### Signal wires on met3

Scale bar: 20 um.
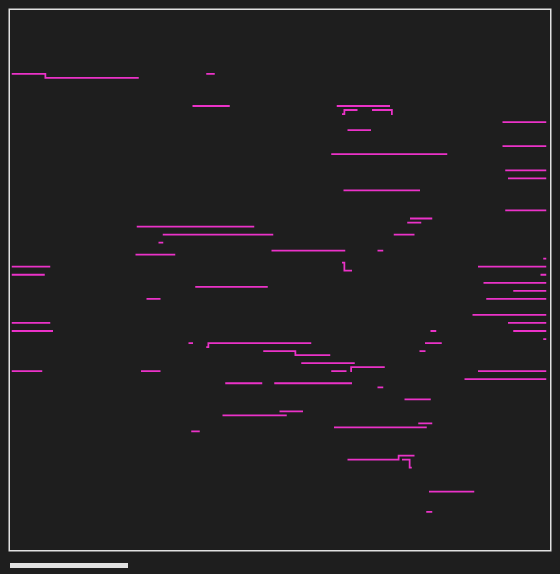
### The clock network

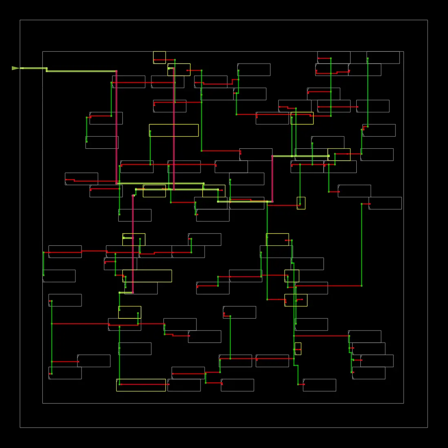
$ cat config.mk
export PLATFORM = sky130hd
export DESIGN_NAME = mem_ctrl
export DESIGN_NICKNAME = d
export VERILOG_FILES = /design/src/rtl/mem_ctrl_pkg.sv /design/src/rtl/mem_ctrl_spi_shifter.sv /design/src/rtl/mem_ctrl.sv
export SDC_FILE = /design/constraint.sdc
export NUM_CORES = 1
export LEC_CHECK = 0
export CAP_MARGIN = 20
export CORE_MARGIN = 5
export CORE_UTILIZATION = 50
export DETAILED_ROUTE_END_ITERATION = 16
export PLACE_DENSITY = 0.75
export SLEW_MARGIN = 20
export SYNTH_ARGS = -nofsm -noshare
export SYNTH_HDL_FRONTEND = slang
export SYNTH_HIERARCHICAL = 1
export SYNTH_SLANG_ARGS = --single-unit
$ cat constraint.sdc
create_clock -name clock -period 1.4 [get_ports clock]
set_input_delay 0.35 -clock clock [delete_from_list [all_inputs] [get_ports clock]]
set_output_delay 0.35 -clock clock [all_outputs]
set_load 0.02 [all_outputs]
$ cat src/rtl/mem_ctrl_pkg.sv
// Shared types and constants for the SPI memory controller and its shifter.
package mem_ctrl_pkg;

    typedef enum logic [1:0] {
        MEM_NOP   = 2'd0,
        MEM_READ  = 2'd1,
        MEM_WRITE = 2'd2
    } mem_ctrl_op_e;

    typedef enum logic {
        PC  = 1'b0,
        MAR = 1'b1
    } addr_sel_e;

    typedef enum logic [1:0] {
        ST_IDLE  = 2'd0,
        ST_SHIFT = 2'd1,
        ST_DONE  = 2'd2
    } mem_ctrl_state_e;

    localparam logic [7:0] SPI_CMD_READ  = 8'h03;
    localparam logic [7:0] SPI_CMD_WRITE = 8'h02;
    localparam int         FRAME_BITS    = 40;

endpackage

$ cat src/rtl/mem_ctrl_spi_shifter.sv
// SPI mode-0 bit engine: shifts a 40-bit frame out MSB first, two clocks per bit,
// and collects the last eight MISO bits of read frames.
module spi_shifter
    import mem_ctrl_pkg::*;
(
    input  logic                  clock,
    input  logic                  reset,
    input  logic                  load,
    input  logic                  shift_en,
    input  logic                  sample_en,
    input  logic [FRAME_BITS-1:0] frame,
    input  logic                  spi_miso,
    output logic                  spi_sclk,
    output logic                  spi_mosi,
    output logic                  last,
    output logic [7:0]            rx_data
);

    logic [FRAME_BITS-1:0] out_sr;
    logic [7:0]            in_sr;
    logic                  phase;
    logic [5:0]            bit_cnt;

    // NOTE: sequential state uses non-blocking assignments so every register
    // samples the pre-edge values of the others, independent of statement order.
    always_ff @(posedge clock) begin
        if (reset) begin
            out_sr  <= '0;
            in_sr   <= '0;
            phase   <= 1'b0;
            bit_cnt <= '0;
            last    <= 1'b0;
        end else if (load) begin
            out_sr  <= frame;
            in_sr   <= '0;
            phase   <= 1'b0;
            bit_cnt <= '0;
            last    <= 1'b0;
        end else if (shift_en) begin
            if (!phase) begin
                // Rising sclk edge: the data byte occupies frame bits 32..39 of the count.
                phase <= 1'b1;
                if (sample_en && bit_cnt >= 6'd32)
                    in_sr <= {in_sr[6:0], spi_miso};
                last  <= (bit_cnt == 6'd39);
            end else begin
                phase   <= 1'b0;
                out_sr  <= {out_sr[FRAME_BITS-2:0], 1'b0};
                bit_cnt <= bit_cnt + 6'd1;
                last    <= 1'b0;
            end
        end
    end

    assign spi_sclk = shift_en & phase;
    assign spi_mosi = shift_en & out_sr[FRAME_BITS-1];
    assign rx_data  = in_sr;

endmodule

$ cat src/rtl/mem_ctrl.sv
// Memory controller: turns read/write requests into single SPI frames to flash (PC)
// or RAM (MAR), and returns read data with a one-cycle done pulse.
module mem_ctrl
    import mem_ctrl_pkg::*;
#(
    parameter int ADDR_WIDTH     = 16,
    parameter int DATA_BUS_WIDTH = 8
)
(
    input  logic                      clock,
    input  logic                      reset,
    input  mem_ctrl_op_e              mem_ctrl_op,
    input  addr_sel_e                 addr_sel,
    input  logic [ADDR_WIDTH-1:0]     addr_in,
    input  logic [DATA_BUS_WIDTH-1:0] data_in,
    output logic [DATA_BUS_WIDTH-1:0] data_out,
    output logic                      mem_op_done,
    output logic                      spi_sclk,
    output logic                      spi_mosi,
    input  logic                      spi_miso,
    output logic                      flash_cs_n,
    output logic                      ram_cs_n
);

    mem_ctrl_state_e       state, state_nxt;
    mem_ctrl_op_e          op_q;
    addr_sel_e             sel_q;
    logic                  accept, legal, load, shift_last;
    logic [FRAME_BITS-1:0] frame;
    logic [23:0]           addr_ext;
    logic [7:0]            wr_byte, rx_data;

    assign accept   = (state == ST_IDLE) && (mem_ctrl_op != MEM_NOP);
    assign legal    = !((mem_ctrl_op == MEM_WRITE) && (addr_sel == PC));
    assign load     = accept && legal;
    assign addr_ext = 24'(addr_in);
    assign wr_byte  = (mem_ctrl_op == MEM_WRITE) ? 8'(data_in) : 8'h00;
    assign frame    = {(mem_ctrl_op == MEM_WRITE) ? SPI_CMD_WRITE : SPI_CMD_READ, addr_ext, wr_byte};

    spi_shifter u_shifter (
        .clock     (clock),
        .reset     (reset),
        .load      (load),
        .shift_en  (state == ST_SHIFT),
        .sample_en (op_q == MEM_READ),
        .frame     (frame),
        .spi_miso  (spi_miso),
        .spi_sclk  (spi_sclk),
        .spi_mosi  (spi_mosi),
        .last      (shift_last),
        .rx_data   (rx_data)
    );

    always_ff @(posedge clock) begin
        if (reset) begin
            state    <= ST_IDLE;
            op_q     <= MEM_NOP;
            sel_q    <= PC;
            data_out <= '0;
        end else begin
            state <= state_nxt;
            if (accept) begin
                op_q  <= mem_ctrl_op;
                sel_q <= addr_sel;
            end
            if ((state == ST_SHIFT) && shift_last && (op_q == MEM_READ))
                data_out <= DATA_BUS_WIDTH'(rx_data);
        end
    end

    // NOTE: every output of this block gets a default first, so no path
    // through the case statement can leave a latch behind.
    always_comb begin
        state_nxt   = state;
        mem_op_done = 1'b0;
        flash_cs_n  = 1'b1;
        ram_cs_n    = 1'b1;
        case (state)
            ST_IDLE: begin
                if (accept)
                    state_nxt = legal ? ST_SHIFT : ST_DONE;
            end
            ST_SHIFT: begin
                flash_cs_n = (sel_q != PC);
                ram_cs_n   = (sel_q != MAR);
                if (shift_last)
                    state_nxt = ST_DONE;
            end
            ST_DONE: begin
                mem_op_done = 1'b1;
                state_nxt   = ST_IDLE;
            end
            default: state_nxt = ST_IDLE;
        endcase
    end

endmodule

==> run_results.csv <==
group,metric,value,unit
setup_path,cp_top_family,"buffers and inverters",
final_timing,fmax,622,MHz
pwr,max-vdd-ir-drop,0.000785,V
status,violations,"setup timing",
floorplan,die_w,91.4,um
global_routing,grt_use_met2,36.6,%
final_layout,fillers,358,
pwr,p_clk_share,35.8,%
final_timing,slew_headroom,66.0,%
yosys,synth.area.top_cells,"dfxtp_1 42%, a211oi_1 8.8%, nor2b_1 7.9%",
final_layout,clock_buffers,10,
yosys,yosysCellCount,384,
global_routing,busiest_layer,"met2",
final_timing,maxSlewViolCount,0,
final_layout,layout.nonclk_buf_share,22.2,%
yosys,largest_area_cell,"dfxtp_1",
pwr,swShare,26.7,%
final_layout,buffers,95,
routing,drtPass1Iterations,4,
routing,drt.antenna.violating_nets,0,
routing,drt_iter0_markers,249,
global_routing,antenna_found_initial,0,
final_layout,final_util,80.9,%
floorplan,ioPinCount,43,
final_timing,finalClockPeriodUsage,115,%
setup_path,crit_start,"state[1]",
final_layout,comb_cells,288,
yosys,top_area_share,41.7,%
pwr,p_switching,0.00148,W
floorplan,fp.dieH,91.4,um
final_layout,final-seq-area,0.00138,mm^2
final_layout,clkCellAreaFrac,4.62,%
setup_path,worst_setup_path_end_kind,"flip-flop",
placement,gp_congestion,0.761,
clock_tree,clock_latency,350,ps
clock_tree,ctsHoldBuffers,0,
yosys,numSynthFlops,69,
final_layout,layout_top_cells,"67 x dfxtp_1, 39 x and3_1, 33 x nor3_1",
clock_tree,cts_resized,105,
clock_tree,cts_tree,"done",
floorplan,core_area,0.00639,mm^2
final_layout,comb_share,44.2,%
routing,drc_errors,0,
min_path,worstHoldEndpoint,"sel_q",
placement,dpl.hpwl,4.70,mm
yosys,yosysSeqAreaShare,41.7,%
global_routing,grt_pass1_vias,3101,
setup_path,reg2reg_depth,9,
setup_path,cp_data_required_time,1630,ps
setup_path,r2r_end,"u_shifter/out_sr[29]",
floorplan,initCoreUtil,51.9,%
final_timing,hold_ws,474,ps
global_routing,track_usage,22.1,%
clock_tree,htree_levels,3,
final_layout,synthToLayoutAreaGrowth,56.1,%
yosys,synthSimpleGateAreaFrac,35.2,%
final_layout,flops,69,
pwr,power.density,1070,mW/mm^2
yosys,edf_count,0,
yosys,syn_area_per_cell,8.62,um^2
flow_run,warnings,31,
final_layout,largest_cell_class,"combinational gates",
final_timing,timing.final.ws_setup,-207,ps
setup_path,crit_slowest_cell,"dfxtp_2",
clock_tree,numClockSinks,69,
setup_path,crit_chain,"buf_6 > buf_6 > nor3_4 > buf_6 > buf_12 > buf_12 > buf_8 > nor2b_2 > nor3_2",
min_path,hold_path_depth,3,
global_routing,grt_pass1_wl,15.3,mm
yosys,netlist_top_cells_count,"69 x dfxtp_1, 42 x nor2b_1, 41 x nor3_1, 39 x a211oi_1, 39 x and3_1",
clock_tree,cts_buffer_depth,2,
setup_path,max_stage_delay,350,ps
setup_path,worstPathArrival,1830,ps
yosys,top_cell,"dfxtp_1",
flow_run,cap_viol_max_count,0,
yosys,yosys_area,0.00331,mm^2
yosys,synth_cell_type_count,40,
yosys,aoi_share,12.8,%
clock_tree,cts_root_buffer,"clkbuf_8",
final_timing,worst_pin_slew,509,ps
setup_path,cp_num_cells,9,
final_layout,drive_gt1_share,38.1,%
global_routing,grt_max_degree,47,
setup_path,cp_max_fo,7,
setup_path,cp_common_cell,"buf_6",
floorplan,num_rows,29,
final_timing,tns,-7560,ps
yosys,postSynth.topFlopCell,"dfxtp_1",
yosys,synth_adder_area_share,0.756,%
setup_path,critPathKind,"reg -> reg",
yosys,synthMuxAreaShare,2.42,%
min_path,min_from,"reset",
final_timing,hold_viol_final,0,
yosys,synthTopLogicFamily,"simple AND/OR/NAND/NOR gates",
final_layout,seq_share,26.8,%
final_layout,final_nets,500,
global_routing,use_met1,28.4,%
pwr,p_leak,2.14,nW
status,outcome,"complete, but fails checks",
floorplan,tap_cells,77,
final_timing,setup_viol,64,
final_layout,logic_area,0.00228,mm^2
pwr,p_comb_share,24.5,%
final_layout,lay_top_count,"dfxtp_1",
yosys,synth_area,0.00331,mm^2
floorplan,dieArea,0.00835,mm^2
setup_path,reg2reg_from,"state[1]",
routing,wl_per_cell,18.8,um
placement,io_buffers,42,
min_path,min_path_type,"in -> reg",
clock_tree,clk_pin_slew_worst_paths,80,ps
routing,vias_per_cell,5.74,
final_timing,rsz0062_at_grt,"yes",
pwr,p_int,0.00407,W
setup_path,timing.critical_path.buf_inv,6,
clock_tree,cts_setup_buffers,13,
setup_path,crit_end,"u_shifter/out_sr[29]",
yosys,synth_async_sr_flop_share,0,%
Back to the opening pictures, 'Signal wires on met3':
The layer carries 446 um of wire. The longest straight run is 19.5 um. The wires run mostly horizontal. 49 nets have wire on it.
DR vias: 3158
GR Util met3: 3.88%
final wirelength: 10.3 mm

Back to the opening pictures, 'The clock network':
CTS Buf Count: 9
Worst Skew: 9.55 ps

-- worst register-to-register path, cell delays in order (launching register included) --
cell and delay, ps:
dfxtp_2 350, buf_6 110, buf_6 110, nor3_4 210, buf_6 160, buf_12 110, buf_12 100, buf_8 110
nor2b_2 170, nor3_2 60
-- logic make-up after synthesis --
kind of cell | count (synthesis)
xor+xnor | 3
mux | 8
buf+inv | 40
compound gates | 63
other cells | 2
flops | 69
fa+ha+maj | 2
simple gates | 197
-- layer usage --
| layer | vias to the layer above | routed length, um |
|---|---|---|
| met5 | - | 0 |
| met4 | 0 | 192 |
| met3 | 21 | 446 |
| met2 | 94 | 5270 |
| met1 | 1548 | 4430 |
| li1 | 1495 | - |
-- power by group through the flow --
| stage | Combinational, W | Clock (W) | Sequential [W] |
|---|---|---|---|
| 6_report | 0.00136 | 0.00199 | 0.00220 |
| 5_1_grt | 0.00144 | 0.00211 | 0.00221 |
| 4_1_cts | 0.00116 | 0.00199 | 0.00218 |
| 3_5_place_dp | 0.000771 | 0 | 0.00221 |
| 3_3_place_gp | 0.000757 | 0 | 0.00221 |
| 2_1_floorplan | 0.000513 | 0 | 0.00219 |
-- stage by stage --
| stage | area [um^2] | setup WS, ps | std cells |
|---|---|---|---|
| global placement | 4000 | -409 | 509 |
| detailed placement | 4000 | -414 | 509 |
| CTS | 4810 | -179 | 545 |
| floorplan | 3410 | -19.8 | 397 |
| global route | 5170 | -273 | 550 |
| finish | 5170 | -207 | 550 |
-- sequential cells by signal (all words and copies together) (netlist names) --
register,count
sel_q,1
u_shifter/out_sr,40
u_shifter/last,1
u_shifter/bit_cnt,6
u_shifter/rx_data,8
data_out,8
state,2
u_shifter/phase,1
op_q,2
Power is estimated from default activity; no workload was simulated.
